### config.mk
export PLATFORM = sky130hd
export DESIGN_NAME = muldiv_unit_flat
export DESIGN_NICKNAME = d
export VERILOG_FILES = /design/src/rtl/muldiv_pkg.sv /design/src/rtl/muldiv_if.sv /design/src/rtl/muldiv_divider.sv /design/src/rtl/muldiv_unit.sv /design/src/flat_wrapper.sv
export SDC_FILE = /design/constraint.sdc
export NUM_CORES = 2
export LEC_CHECK = 0
export CORE_ASPECT_RATIO = 0.9
export CORE_MARGIN = 3
export CORE_UTILIZATION = 38
export DETAILED_ROUTE_END_ITERATION = 8
export SLEW_MARGIN = 10
export SYNTH_ARGS = -nofsm -noshare
export SYNTH_HDL_FRONTEND = slang
export SYNTH_SLANG_ARGS = --single-unit
### constraint.sdc
create_clock -name clk -period 11 [get_ports clk]
set_input_delay 2.2 -clock clk [delete_from_list [all_inputs] [get_ports clk]]
set_output_delay 2.2 -clock clk [all_outputs]
set_load 0.05 [all_outputs]
### src/rtl/muldiv_pkg.sv
// muldiv_pkg: shared types and constants for the RV32M multiply/divide unit.
package muldiv_pkg;
    localparam int XLEN      = 32;
    localparam int DIV_STEPS = 32;
    localparam logic [31:0] MD_INT_MIN  = 32'h8000_0000;
    localparam logic [31:0] MD_ALL_ONES = 32'hFFFF_FFFF;
    typedef enum logic [2:0] {
        OP_MUL    = 3'b000,
        OP_MULH   = 3'b001,
        OP_MULHSU = 3'b010,
        OP_MULHU  = 3'b011,
        OP_DIV    = 3'b100,
        OP_DIVU   = 3'b101,
        OP_REM    = 3'b110,
        OP_REMU   = 3'b111
    } md_op_e;
    typedef enum logic [2:0] {IDLE, MUL, DIV, FIX, DONE} md_state_e;
endpackage

### src/rtl/muldiv_if.sv
// muldiv_if: request/response handshake between the front end, the unit and writeback.
interface muldiv_if;
    import muldiv_pkg::*;
    logic        in_valid;
    logic        in_ready;
    md_op_e      op;
    logic [31:0] a;
    logic [31:0] b;
    logic [4:0]  rd;
    logic        flush;
    logic        out_valid;
    logic        out_ready;
    logic [31:0] result;
    logic [4:0]  out_rd;
    logic        busy;
    modport master (output in_valid, op, a, b, rd, flush, out_ready,
                    input in_ready, out_valid, result, out_rd, busy);
    modport slave (input in_valid, op, a, b, rd, flush, out_ready,
                   output in_ready, out_valid, result, out_rd, busy);
endinterface

### src/rtl/muldiv_divider.sv
// md_divider: iterative unsigned restoring divider, one quotient bit per cycle.
module md_divider
    import muldiv_pkg::*;
(
    input  logic        clk,
    input  logic        reset,
    input  logic        start,
    input  logic [31:0] dividend,
    input  logic [31:0] divisor,
    output logic [31:0] quotient,
    output logic [31:0] remainder,
    output logic        done
);
    logic [31:0] q_q, r_q, d_q;
    logic [5:0]  cnt_q;
    logic        act_q;
    logic [32:0] sh, diff;
    assign sh        = {r_q, q_q[31]};
    assign diff      = sh - {1'b0, d_q};
    assign done      = act_q && cnt_q == '0;
    assign quotient  = q_q;
    assign remainder = r_q;
    always_ff @(posedge clk or posedge reset) begin
        if (reset) begin
            q_q   <= '0;
            r_q   <= '0;
            d_q   <= '0;
            cnt_q <= '0;
            act_q <= 1'b0;
        end else if (start) begin
            q_q   <= dividend;
            r_q   <= '0;
            d_q   <= divisor;
            cnt_q <= 6'(DIV_STEPS - 1);
            act_q <= 1'b1;
        end else if (act_q) begin
            // Keep the trial difference only when it did not borrow.
            r_q   <= diff[32] ? sh[31:0] : diff[31:0];
            q_q   <= {q_q[30:0], !diff[32]};
            cnt_q <= cnt_q - 6'd1;
            act_q <= cnt_q != '0;
        end
    end
endmodule

### src/rtl/muldiv_unit.sv
// muldiv_unit: multi-cycle RV32M execute unit (MUL/MULH/MULHSU/MULHU/DIV/DIVU/REM/REMU).
module muldiv_unit
    import muldiv_pkg::*;
(
    input  logic clk,
    input  logic reset,
    muldiv_if.slave io
);
    md_state_e   state_q, state_d;
    md_op_e      op_q;
    logic [31:0] a_q, b_q, result_q;
    logic [4:0]  rd_q;
    logic        accept, special, in_signed, div_start, div_done;
    logic        sa, sb, q_signed, div0, ovf;
    logic [31:0] mag_a, mag_b, quo, rem, q_fix, r_fix, mul_res, div_res;
    logic [63:0] pa, pb, prod;
    assign in_signed = !io.op[0];
    assign accept    = io.in_valid && state_q == IDLE && !io.flush;
    assign special   = io.b == '0 || (in_signed && io.a == MD_INT_MIN && io.b == MD_ALL_ONES);
    assign mag_a     = in_signed && io.a[31] ? -io.a : io.a;
    assign mag_b     = in_signed && io.b[31] ? -io.b : io.b;
    assign div_start = accept && io.op[2];
    md_divider u_div (
        .clk       (clk),
        .reset     (reset),
        .start     (div_start),
        .dividend  (mag_a),
        .divisor   (mag_b),
        .quotient  (quo),
        .remainder (rem),
        .done      (div_done)
    );
    // Low 64 bits of the 33x33 signed product equal those of the sign-extended 64x64 product.
    assign sa      = op_q[1:0] != 2'b11 && a_q[31];
    assign sb      = !op_q[1] && b_q[31];
    assign pa      = {{32{sa}}, a_q};
    assign pb      = {{32{sb}}, b_q};
    assign prod    = pa * pb;
    assign mul_res = op_q[1:0] == 2'b00 ? prod[31:0] : prod[63:32];
    assign q_signed = !op_q[0];
    assign div0     = b_q == '0;
    assign ovf      = q_signed && a_q == MD_INT_MIN && b_q == MD_ALL_ONES;
    assign q_fix    = div0 ? MD_ALL_ONES : ovf ? MD_INT_MIN : q_signed && (a_q[31] ^ b_q[31]) ? -quo : quo;
    assign r_fix    = div0 ? a_q : ovf ? '0 : q_signed && a_q[31] ? -rem : rem;
    assign div_res  = op_q[1] ? r_fix : q_fix;
    always_comb begin
        state_d = state_q;
        case (state_q)
            IDLE:    if (io.in_valid) state_d = !io.op[2] ? MUL : special ? FIX : DIV;
            MUL:     state_d = DONE;
            DIV:     if (div_done) state_d = FIX;
            FIX:     state_d = DONE;
            DONE:    if (io.out_ready) state_d = IDLE;
            default: state_d = IDLE;
        endcase
        if (io.flush) state_d = IDLE;
    end
    always_ff @(posedge clk or posedge reset) begin
        if (reset) begin
            state_q  <= IDLE;
            op_q     <= OP_MUL;
            a_q      <= '0;
            b_q      <= '0;
            rd_q     <= '0;
            result_q <= '0;
        end else begin
            state_q  <= state_d;
            result_q <= state_q == MUL ? mul_res : state_q == FIX ? div_res : result_q;
            if (accept) begin
                op_q <= io.op;
                a_q  <= io.a;
                b_q  <= io.b;
                rd_q <= io.rd;
            end
        end
    end
    assign io.in_ready  = state_q == IDLE;
    assign io.out_valid = state_q == DONE;
    assign io.busy      = state_q != IDLE;
    assign io.result    = result_q;
    assign io.out_rd    = rd_q;
endmodule

### src/flat_wrapper.sv
// flat-port wrapper written by rule: the top's interface ports become plain ports
module muldiv_unit_flat import muldiv_pkg::*;
  (clk, reset, io_in_valid, io_op, io_a, io_b, io_rd, io_flush, io_out_ready, io_in_ready, io_out_valid, io_result, io_out_rd, io_busy);
  muldiv_if io_i ();
  input  logic clk;
  input  logic reset;
  input wire logic [$bits(io_i.in_valid)-1:0] io_in_valid;
  input wire logic [$bits(io_i.op)-1:0] io_op;
  input wire logic [$bits(io_i.a)-1:0] io_a;
  input wire logic [$bits(io_i.b)-1:0] io_b;
  input wire logic [$bits(io_i.rd)-1:0] io_rd;
  input wire logic [$bits(io_i.flush)-1:0] io_flush;
  input wire logic [$bits(io_i.out_ready)-1:0] io_out_ready;
  output wire logic [$bits(io_i.in_ready)-1:0] io_in_ready;
  output wire logic [$bits(io_i.out_valid)-1:0] io_out_valid;
  output wire logic [$bits(io_i.result)-1:0] io_result;
  output wire logic [$bits(io_i.out_rd)-1:0] io_out_rd;
  output wire logic [$bits(io_i.busy)-1:0] io_busy;
  assign io_i.in_valid = io_in_valid;
  assign io_i.op = io_op;
  assign io_i.a = io_a;
  assign io_i.b = io_b;
  assign io_i.rd = io_rd;
  assign io_i.flush = io_flush;
  assign io_i.out_ready = io_out_ready;
  assign io_in_ready = io_i.in_ready;
  assign io_out_valid = io_i.out_valid;
  assign io_result = io_i.result;
  assign io_out_rd = io_i.out_rd;
  assign io_busy = io_i.busy;
  muldiv_unit u_core (.clk(clk), .reset(reset), .io(io_i));
endmodule
### Nets reached from selected ports

The bar under the picture is 100 um long.
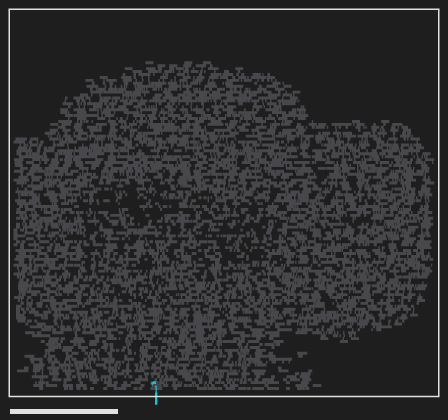
| port | color | direction | edge | end cells | buffers | wire |
|---|---|---|---|---|---|---|
| `io_out_valid` | cyan | output | south | 1 | 1 | 13.0 um |
input/output buffers: 116
num ports: 117

### Placed cells, one color a class

Fill, decap, tap and diode cells in gray.
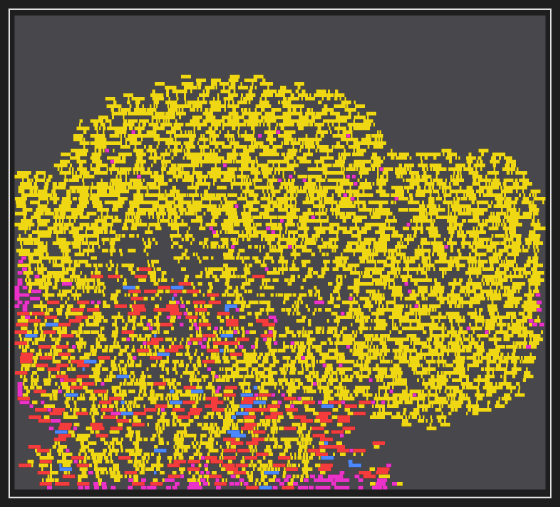
| class | color | cells |
|---|---|---|
| registers | red | 209 |
| clock drivers and dummy loads | blue | 40 |
| remaining buffers and delay cells | magenta | 229 |
| remaining logic cells | yellow | 5,271 |
utilization after layout: 41.20%
Site Rows: 128
flop share of the area: 9.365%
post-route cell area: 55,950 um2

### The metal 1 layer

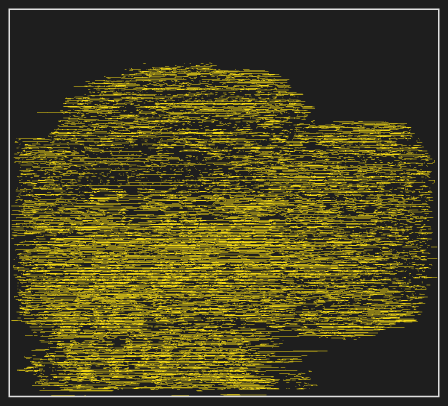
share of all routed wire: 41%
main direction: horizontal
nets with wire on the layer: 6,522
wire length on this layer: 73.7 mm

[metal layers]
metal	vias up	routed length, um	GRT usage (%)	share of wire, %
met5	-	6	0	0.0033
met4	2	6289	7.208	3.5
met3	310	19540	6.412	11
met2	1835	80320	40.38	45
met1	21310	73750	35.64	41
li1	17540	-	-	-
==> flow_summary.ini <==
; yosys + openroad results
[detailed_routing]
route.detailed.drc = 0
wl_per_cell_um = 23.75
postRouteAntennaNets = 0

[layout]
fill_cells = 13680
comb.multi_input.count = 4115
antenna_cells = 7
nClkBuffers = 28

[placed_design]
post-dp-hpwl_um = 140800

[global_routing]
antenna_found_initial = 9
grt_max_degree = 107
grt_pass1_wl_um = 275100
grt_usage_pct = 25.81

[yosys]
top_cells_by_area = fa_1, dfrtp_1, inv_1
synth-edff-count = 0
ys_seq_share_pct = 10.02
xor_area_share_pct = 3.538
yosysWarnings = 0

[final_timing]
finalHoldWorstSlack_ns = 0.4956
slew_violations = 0
min_period_ns = 9.374

[clock_tree]
hold_buffers = 0
clk_pin_slew_ns = 0.07
clockBufferDepth = 3

[worst_setup_path]
endpoint_kind = flip-flop
timing.rr.start = u_core.op_q[0]

[status]
status = finished, final reports clean

[worst_hold_path]
hp-start = u_core.u_div.d_q[26]
